`src/rtl/burst_mem_pkg.sv`:
```
// ---------------------------------------------------------------------------
// burst_mem_pkg
// Shared definitions for the burst memory master: default bus widths and the
// controller state encoding.
// ---------------------------------------------------------------------------
package burst_mem_pkg;

  localparam int DEFAULT_DATA_WIDTH = 8;
  localparam int DEFAULT_ADDR_WIDTH = 8;
  localparam int DEFAULT_LEN_WIDTH  = 8;

  typedef enum logic [2:0] {
    ST_IDLE  = 3'd0,
    ST_WRITE = 3'd1,
    ST_READ  = 3'd2,
    ST_FLUSH = 3'd3,
    ST_DONE  = 3'd4
  } state_e;

endpackage : burst_mem_pkg

```
`src/rtl/burst_mem_master.sv`:
```
// ---------------------------------------------------------------------------
// burst_mem_master
// Accepts a single burst command (start address + beat count) and drives a
// single-port synchronous memory, one beat per cycle.
//   Write bursts: beats are taken from a valid/ready write-data stream and
//                 written straight through; the burst stalls while no data.
//   Read bursts:  one read address per cycle; memory data returns one cycle
//                 later and is forwarded on an unthrottled read-data stream.
// A one-cycle FLUSH after the last read address collects the final beat, and
// DONE pulses o_done for one cycle before returning to IDLE. Zero-length
// commands go straight to DONE. Addresses wrap modulo 2^ADDR_WIDTH.
//
// Ports
//   i_clk, i_rst_n                         clock, async active-low reset
//   i_cmd_valid/o_cmd_ready                command handshake (ready in IDLE)
//   i_cmd_write, i_cmd_addr, i_cmd_len     burst direction, start, beats
//   i_wdata_valid/o_wdata_ready/i_wdata    write-data stream
//   o_rdata_valid/o_rdata                  read-data stream (no backpressure)
//   o_busy, o_done                         not-idle flag, completion pulse
//   o_mem_wr_en/o_mem_rd_en/o_mem_address/o_mem_wr_data, i_mem_rd_data
//                                          single-port memory interface
// ---------------------------------------------------------------------------
module burst_mem_master
  import burst_mem_pkg::*;
#(
  parameter int DATA_WIDTH = DEFAULT_DATA_WIDTH,
  parameter int ADDR_WIDTH = DEFAULT_ADDR_WIDTH,
  parameter int LEN_WIDTH  = DEFAULT_LEN_WIDTH
) (
  input  logic                  i_clk,
  input  logic                  i_rst_n,

  input  logic                  i_cmd_valid,
  output logic                  o_cmd_ready,
  input  logic                  i_cmd_write,
  input  logic [ADDR_WIDTH-1:0] i_cmd_addr,
  input  logic [LEN_WIDTH-1:0]  i_cmd_len,

  input  logic                  i_wdata_valid,
  output logic                  o_wdata_ready,
  input  logic [DATA_WIDTH-1:0] i_wdata,

  output logic                  o_rdata_valid,
  output logic [DATA_WIDTH-1:0] o_rdata,

  output logic                  o_busy,
  output logic                  o_done,

  output logic                  o_mem_wr_en,
  output logic                  o_mem_rd_en,
  output logic [ADDR_WIDTH-1:0] o_mem_address,
  output logic [DATA_WIDTH-1:0] o_mem_wr_data,
  input  logic [DATA_WIDTH-1:0] i_mem_rd_data
);

  state_e                state_q, state_d;
  logic [ADDR_WIDTH-1:0] addr_q, addr_d;
  logic [LEN_WIDTH-1:0]  count_q, count_d;
  logic                  rd_valid_q;

  logic                  cmd_accept;
  logic                  wr_beat;
  logic                  last_beat;

  assign cmd_accept = i_cmd_valid && o_cmd_ready;
  assign wr_beat    = (state_q == ST_WRITE) && i_wdata_valid;
  assign last_beat  = (count_q == LEN_WIDTH'(1));

  // -------------------------------------------------------------------------
  // State register
  // -------------------------------------------------------------------------
  // NOTE: sequential state is updated with non-blocking assignments so every
  // flop samples the pre-edge values, independent of process ordering.
  always_ff @(posedge i_clk or negedge i_rst_n) begin
    if (!i_rst_n) begin
      state_q <= ST_IDLE;
    end else begin
      state_q <= state_d;
    end
  end

  // -------------------------------------------------------------------------
  // Next-state logic
  // -------------------------------------------------------------------------
  // NOTE: every combinational output gets a default before the case so no
  // path leaves it unassigned, which would otherwise infer a latch.
  always_comb begin
    state_d = state_q;
    unique case (state_q)
      ST_IDLE: begin
        if (cmd_accept) begin
          if (i_cmd_len == '0) begin
            state_d = ST_DONE;
          end else if (i_cmd_write) begin
            state_d = ST_WRITE;
          end else begin
            state_d = ST_READ;
          end
        end
      end
      ST_WRITE: if (wr_beat && last_beat) state_d = ST_DONE;
      ST_READ:  if (last_beat) state_d = ST_FLUSH;
      ST_FLUSH: state_d = ST_DONE;
      ST_DONE:  state_d = ST_IDLE;
      default:  state_d = ST_IDLE;
    endcase
  end

  // -------------------------------------------------------------------------
  // Output decode (Moore, except write enable which follows the data stream)
  // -------------------------------------------------------------------------
  always_comb begin
    o_cmd_ready   = 1'b0;
    o_wdata_ready = 1'b0;
    o_mem_wr_en   = 1'b0;
    o_mem_rd_en   = 1'b0;
    o_busy        = 1'b1;
    o_done        = 1'b0;
    unique case (state_q)
      ST_IDLE: begin
        o_cmd_ready = 1'b1;
        o_busy      = 1'b0;
      end
      ST_WRITE: begin
        o_wdata_ready = 1'b1;
        o_mem_wr_en   = i_wdata_valid;
      end
      ST_READ:  o_mem_rd_en = 1'b1;
      ST_FLUSH: ;
      ST_DONE:  o_done = 1'b1;
      default: begin
        o_busy = 1'b0;
      end
    endcase
  end

  assign o_mem_address = addr_q;
  assign o_mem_wr_data = i_wdata;
  assign o_rdata_valid = rd_valid_q;
  assign o_rdata       = i_mem_rd_data;

  // -------------------------------------------------------------------------
  // Address / remaining-beat counters
  // -------------------------------------------------------------------------
  // The address advances only on an actual memory access, so a write stall
  // holds both the address and the count; the add wraps naturally.
  always_comb begin
    addr_d  = addr_q;
    count_d = count_q;
    if (cmd_accept) begin
      addr_d  = i_cmd_addr;
      count_d = i_cmd_len;
    end else if (o_mem_wr_en || o_mem_rd_en) begin
      addr_d  = addr_q + ADDR_WIDTH'(1);
      count_d = count_q - LEN_WIDTH'(1);
    end
  end

  always_ff @(posedge i_clk or negedge i_rst_n) begin
    if (!i_rst_n) begin
      addr_q     <= '0;
      count_q    <= '0;
      rd_valid_q <= 1'b0;
    end else begin
      addr_q     <= addr_d;
      count_q    <= count_d;
      // Memory read data is valid one cycle after the read enable.
      rd_valid_q <= o_mem_rd_en;
    end
  end

endmodule : burst_mem_master

```
`config.mk`:
```
export PLATFORM = sky130hd
export DESIGN_NAME = burst_mem_master
export DESIGN_NICKNAME = d
export VERILOG_FILES = /design/src/rtl/burst_mem_pkg.sv /design/src/rtl/burst_mem_master.sv
export SDC_FILE = /design/constraint.sdc
export NUM_CORES = 1
export LEC_CHECK = 0
export ABC_AREA = 1
export CAP_MARGIN = 20
export CORE_MARGIN = 2
export CORE_UTILIZATION = 45
export DETAILED_ROUTE_END_ITERATION = 12
export GPL_TIMING_DRIVEN = 0
export MAX_ROUTING_LAYER = met4
export PLACE_DENSITY = 0.81
export SLEW_MARGIN = 5
export SYNTH_ARGS = -nofsm -noshare
export SYNTH_HDL_FRONTEND = slang
export SYNTH_SLANG_ARGS = --single-unit
```
`constraint.sdc`:
```
create_clock -name i_clk -period 3.4 [get_ports i_clk]
set_input_delay 1.02 -clock i_clk [delete_from_list [all_inputs] [get_ports i_clk]]
set_output_delay 1.02 -clock i_clk [all_outputs]
set_load 0.02 [all_outputs]
```
==> images/placement_by_type.png <==
The bar under the picture is 20 µm long. Fill, decap, tap and diode cells in grey.
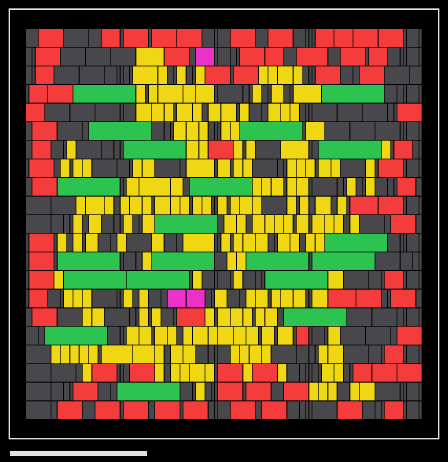
legend:
  magenta:
    class: clock drivers
    cells: 3
  yellow:
    class: combinational and other logic
    cells: 188
  red:
    class: other buffers and delay cells
    cells: 71
  green:
    class: flops
    cells: 20

==> results.tsv <==
metric	value	unit
grt_antenna_before_repair	0	
final_cell_mix	65 x nand2_1, 50 x clkdlybuf4s50_1, 29 x inv_1	
r2r_setup_slack	1.93	ns
port-buffer-count	51	
clockBufferDepth	2	
use_met2	33.5	%
ys_async_sr_fraction	100	%
grt_pass1_wl	6.31	mm
areaGrowthSynthToFinish	38.4	%
ctsHoldBuffers	0	
synth_cells	228	
final_cell_area	0.00214	mm²
numSynthFlops	20	
critPathTopFamily	buffers and inverters	
area_leaders	dfrtp_1 32%, nand2_1 16%, nand3_1 9.1%	
syn_area	0.00154	mm²
common_cells	65 x nand2_1, 29 x inv_1, 28 x nand3_1	
status	finished clean	
inv_count	34	
aoi_share	7.13	%
==> images/logic_types.png <==
The bar under the picture is 20 µm long.
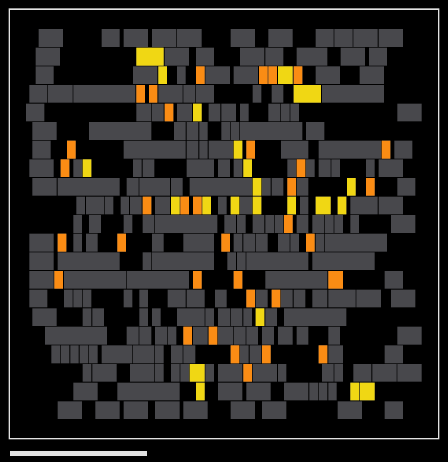
legend:
  orange:
    family: inverters
    cells: 34
  yellow:
    family: NOR gates
    cells: 22
Commonest Layout Cell: nand2_1
fin cells: 328

